**config.mk**
```make
export PLATFORM = sky130hd
export DESIGN_NAME = uart_tx_sched_flat
export DESIGN_NICKNAME = d
export VERILOG_FILES = /design/src/rtl/uart_tx_sched_if.sv /design/src/rtl/uart_tx_sched.sv /design/src/flat_wrapper.sv
export SDC_FILE = /design/constraint.sdc
export NUM_CORES = 1
export LEC_CHECK = 0
export CAP_MARGIN = 20
export CORE_ASPECT_RATIO = 1.4
export CORE_MARGIN = 3
export CORE_UTILIZATION = 50
export DETAILED_ROUTE_END_ITERATION = 12
export PLACE_DENSITY = 0.71
export SETUP_SLACK_MARGIN = 0.3
export SLEW_MARGIN = 40
export SYNTH_ARGS = -nofsm -noshare
export SYNTH_HDL_FRONTEND = slang
export SYNTH_SLANG_ARGS = --single-unit
```
**constraint.sdc**
```tcl
create_clock -name clk -period 2.2 [get_ports clk]
set_input_delay 0.44 -clock clk [delete_from_list [all_inputs] [get_ports clk]]
set_output_delay 0.44 -clock clk [all_outputs]
set_load 0.02 [all_outputs]
```
**src/rtl/uart_tx_sched_if.sv**
```systemverilog
// Requester and transmitter-side signals of the two-requester UART byte scheduler.
// The scheduler connects through the slave modport; the requesters and transmitter use master.
interface uart_tx_sched_if #(
    parameter int DEPTH = 4
) ();
    localparam int CW = $clog2(DEPTH) + 1;

    logic          req0_valid;
    logic [7:0]    req0_data;
    logic          req0_ready;
    logic          req1_valid;
    logic [7:0]    req1_data;
    logic          req1_ready;
    logic [7:0]    tx_data;
    logic          tx_en;
    logic          tx_busy;
    logic [CW-1:0] cnt0;
    logic [CW-1:0] cnt1;
    logic          sched_busy;
    logic          tmo_err;
    logic          tmo_clr;

    modport master (
        output req0_valid, req0_data, req1_valid, req1_data, tx_busy, tmo_clr,
        input  req0_ready, req1_ready, tx_data, tx_en, cnt0, cnt1, sched_busy, tmo_err
    );

    modport slave (
        input  req0_valid, req0_data, req1_valid, req1_data, tx_busy, tmo_clr,
        output req0_ready, req1_ready, tx_data, tx_en, cnt0, cnt1, sched_busy, tmo_err
    );
endinterface

```
**src/rtl/uart_tx_sched.sv**
```systemverilog
// Two-requester byte scheduler feeding a UART transmitter: per-requester FIFOs,
// round-robin grant, tx_en strobe and a watchdog on the transmitter's busy handshake.
module uart_tx_sched #(
    parameter int DEPTH    = 4,
    parameter int BUSY_TMO = 16
) (
    input  logic           clk,
    input  logic           rstn,
    uart_tx_sched_if.slave bus
);
    localparam int AW = $clog2(DEPTH);
    localparam int CW = AW + 1;
    localparam int TW = $clog2(BUSY_TMO + 1);

    typedef enum logic [1:0] {IDLE, LOAD, WAIT_HI, WAIT_LO} state_t;

    logic [7:0]    fifo0_q [DEPTH];
    logic [7:0]    fifo1_q [DEPTH];
    logic [AW-1:0] wr0_q, rd0_q, wr1_q, rd1_q;
    logic [CW-1:0] cnt0_q, cnt0_d, cnt1_q, cnt1_d;

    state_t        state_q;
    logic [7:0]    tx_data_q;
    logic          tx_en_q;
    logic          last_grant_q;
    logic [TW-1:0] tmo_cnt_q;
    logic          tmo_err_q;

    logic ready0, ready1, push0, push1, has0, has1, idle, pop0, pop1, tmo_set;

    assign ready0 = (cnt0_q != CW'(DEPTH));
    assign ready1 = (cnt1_q != CW'(DEPTH));
    assign push0  = bus.req0_valid & ready0;
    assign push1  = bus.req1_valid & ready1;
    assign has0   = (cnt0_q != '0);
    assign has1   = (cnt1_q != '0);
    assign idle   = (state_q == IDLE);

    // On a tie the FIFO that did not get the previous grant wins.
    assign pop0 = idle & has0 & (~has1 | last_grant_q);
    assign pop1 = idle & has1 & (~has0 | ~last_grant_q);

    assign tmo_set = (state_q == WAIT_HI) & ~bus.tx_busy & (tmo_cnt_q == TW'(BUSY_TMO - 1));

    always_comb begin
        cnt0_d = cnt0_q;
        cnt1_d = cnt1_q;
        if (push0 & ~pop0)
            cnt0_d = cnt0_q + 1'b1;
        else if (~push0 & pop0)
            cnt0_d = cnt0_q - 1'b1;
        if (push1 & ~pop1)
            cnt1_d = cnt1_q + 1'b1;
        else if (~push1 & pop1)
            cnt1_d = cnt1_q - 1'b1;
    end

    always_ff @(posedge clk) begin
        if (push0)
            fifo0_q[wr0_q] <= bus.req0_data;
        if (push1)
            fifo1_q[wr1_q] <= bus.req1_data;
    end

    // Pointers are exactly AW bits wide, so wrap-around is the natural overflow.
    always_ff @(posedge clk or negedge rstn) begin
        if (!rstn) begin
            wr0_q  <= '0;
            rd0_q  <= '0;
            wr1_q  <= '0;
            rd1_q  <= '0;
            cnt0_q <= '0;
            cnt1_q <= '0;
        end else begin
            if (push0)
                wr0_q <= wr0_q + 1'b1;
            if (pop0)
                rd0_q <= rd0_q + 1'b1;
            if (push1)
                wr1_q <= wr1_q + 1'b1;
            if (pop1)
                rd1_q <= rd1_q + 1'b1;
            cnt0_q <= cnt0_d;
            cnt1_q <= cnt1_d;
        end
    end

    always_ff @(posedge clk or negedge rstn) begin
        if (!rstn) begin
            state_q      <= IDLE;
            tx_data_q    <= '0;
            tx_en_q      <= 1'b0;
            last_grant_q <= 1'b1;
            tmo_cnt_q    <= '0;
            tmo_err_q    <= 1'b0;
        end else begin
            tx_en_q   <= 1'b0;
            tmo_err_q <= tmo_set | (tmo_err_q & ~bus.tmo_clr);
            case (state_q)
                IDLE: begin
                    if (pop0 | pop1) begin
                        tx_data_q    <= pop0 ? fifo0_q[rd0_q] : fifo1_q[rd1_q];
                        last_grant_q <= pop1;
                        tx_en_q      <= 1'b1;
                        state_q      <= LOAD;
                    end
                end
                LOAD: begin
                    tmo_cnt_q <= '0;
                    state_q   <= WAIT_HI;
                end
                WAIT_HI: begin
                    // A transmitter that never reports busy loses the byte.
                    if (bus.tx_busy)
                        state_q <= WAIT_LO;
                    else if (tmo_set)
                        state_q <= IDLE;
                    else
                        tmo_cnt_q <= tmo_cnt_q + 1'b1;
                end
                WAIT_LO: begin
                    if (!bus.tx_busy)
                        state_q <= IDLE;
                end
                default: state_q <= IDLE;
            endcase
        end
    end

    assign bus.req0_ready = ready0;
    assign bus.req1_ready = ready1;
    assign bus.cnt0       = cnt0_q;
    assign bus.cnt1       = cnt1_q;
    assign bus.tx_data    = tx_data_q;
    assign bus.tx_en      = tx_en_q;
    assign bus.sched_busy = ~idle;
    assign bus.tmo_err    = tmo_err_q;
endmodule

```
**src/flat_wrapper.sv**
```systemverilog
// flat-port wrapper written by rule: the top's interface ports become plain ports
module uart_tx_sched_flat 
#(
    parameter int DEPTH    = 4,
    parameter int BUSY_TMO = 16
)
  (clk, rstn, bus_req0_valid, bus_req0_data, bus_req1_valid, bus_req1_data, bus_tx_busy, bus_tmo_clr, bus_req0_ready, bus_req1_ready, bus_tx_data, bus_tx_en, bus_cnt0, bus_cnt1, bus_sched_busy, bus_tmo_err);
  uart_tx_sched_if #(.DEPTH(DEPTH)) bus_i ();
  input  logic clk;
  input  logic rstn;
  input wire logic [$bits(bus_i.req0_valid)-1:0] bus_req0_valid;
  input wire logic [$bits(bus_i.req0_data)-1:0] bus_req0_data;
  input wire logic [$bits(bus_i.req1_valid)-1:0] bus_req1_valid;
  input wire logic [$bits(bus_i.req1_data)-1:0] bus_req1_data;
  input wire logic [$bits(bus_i.tx_busy)-1:0] bus_tx_busy;
  input wire logic [$bits(bus_i.tmo_clr)-1:0] bus_tmo_clr;
  output wire logic [$bits(bus_i.req0_ready)-1:0] bus_req0_ready;
  output wire logic [$bits(bus_i.req1_ready)-1:0] bus_req1_ready;
  output wire logic [$bits(bus_i.tx_data)-1:0] bus_tx_data;
  output wire logic [$bits(bus_i.tx_en)-1:0] bus_tx_en;
  output wire logic [$bits(bus_i.cnt0)-1:0] bus_cnt0;
  output wire logic [$bits(bus_i.cnt1)-1:0] bus_cnt1;
  output wire logic [$bits(bus_i.sched_busy)-1:0] bus_sched_busy;
  output wire logic [$bits(bus_i.tmo_err)-1:0] bus_tmo_err;
  assign bus_i.req0_valid = bus_req0_valid;
  assign bus_i.req0_data = bus_req0_data;
  assign bus_i.req1_valid = bus_req1_valid;
  assign bus_i.req1_data = bus_req1_data;
  assign bus_i.tx_busy = bus_tx_busy;
  assign bus_i.tmo_clr = bus_tmo_clr;
  assign bus_req0_ready = bus_i.req0_ready;
  assign bus_req1_ready = bus_i.req1_ready;
  assign bus_tx_data = bus_i.tx_data;
  assign bus_tx_en = bus_i.tx_en;
  assign bus_cnt0 = bus_i.cnt0;
  assign bus_cnt1 = bus_i.cnt1;
  assign bus_sched_busy = bus_i.sched_busy;
  assign bus_tmo_err = bus_i.tmo_err;
  uart_tx_sched #(.DEPTH(DEPTH), .BUSY_TMO(BUSY_TMO)) u_core (.clk(clk), .rstn(rstn), .bus(bus_i));
endmodule
```
==> run notes <==
The implementation run finished. Final-stage net count landed at 356. Yosys stat counts 250 cells in the synthesized netlist. Setup repair after global routing could not meet its margin everywhere. After clock tree synthesis, the flow added hold-fix buffers numbering 0. Leaving out the clock tree, the finished layout contains an inverter count of 14. Per-instance average area after synthesis landed at 16.2 µm². In the layout the commonest cells are edfxtp_1 (64), clkdlybuf4s50_1 (31), dfrtp_1 (27). In the routed layout, each cell is associated on average with a via count of 5.33.

edfxtp_1 takes more of the synthesized area than any other cell. The final report gives the core utilization as 63.4%. The worst setup path is captured at a flop. Number of placed instances, taps included landed at 402. Counting the clock-network buffers in the layout gives 10. The floorplan has 38 rows. Number of diodes landed at 0. CTS built an H-tree with a depth of 3. Worst setup margin landed at 31.1 ps. Xor-xnor portion of the synthesized cell area landed at 2.79%. Of the cells placed in the final design, the portion with a size suffix greater than 1 is 25.6%. Clock tree synthesis selected as its root buffer the cell clkbuf_8. Worst-case hold slack landed at 482 ps. On met3, the global router reports a usage of 4.57%.

The switching portion of total power comes to 33.1%. Of all the cell area in the finished design, non-clock buffers hold 11.6%. Part of the power in combinational logic landed at 39.0%. The run finished with clean final reports. In this run, CTS created clock tree buffers numbering 9. For reference, the critical path is launched at u_core.bus.cnt1[0]$_DFFE_PN0P_. The worst setup path is launched from a flop. Total length of routed met2 wires landed at 3890 µm. Detail-routed net length per standard cell landed at 16.9 µm. The clock tree has to reach 96 sinks.

In the final layout, flip-flops and latches take up 55.2% of the cell area. For reference, compound AND-OR and OR-AND cells occupy 5.33% of the area reported after synthesis. The clock reaches the later pin of the worst-skew pair after 360 ps.

Looking at the setup timing report, the critical path kind is flop to flop. The cell that appears most often on the critical path is inv_2. Count of final hold-check violations landed at 0.
### Drive-strength map

Scale bar: 20 µm.
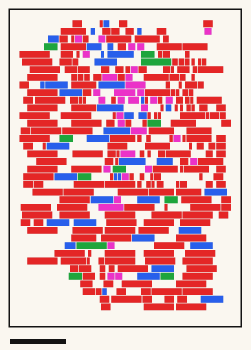
- x6 and larger: green (cells 11; most used clkbuf_8)
- x2: blue (cells 39; most used mux4_2)
- x3 and x4: magenta (cells 33; most used buf_4)
- x1 and smaller: red (cells 241; most used edfxtp_1)

### Wiring by layer

Scale bar: 20 µm.
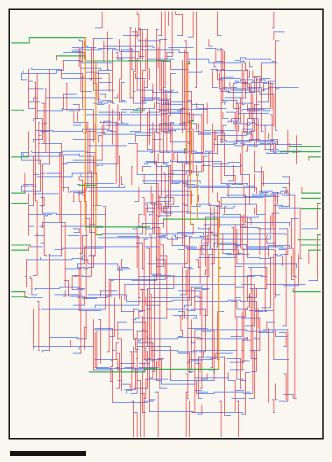
- M3: green (wire length 219 µm)
- M1: blue (wire length 2840 µm)
- M2: red (wire length 3890 µm)
- M4: orange (wire length 196 µm)

### The metal 4 layer

Supply wires on this layer in gray. Cells faint in the background.
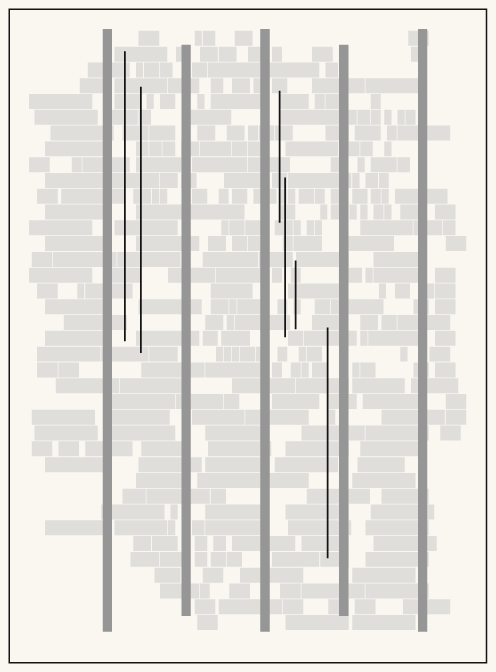
- longest straight run: 49.6 µm
- share of all routed wire: 2.7%
- wire length on this layer: 196 µm
- nets with wire on the layer: 4
Detailed Route WL: 7150 µm
vias post-DR: 2258

Power and IR drop assume default switching activity.
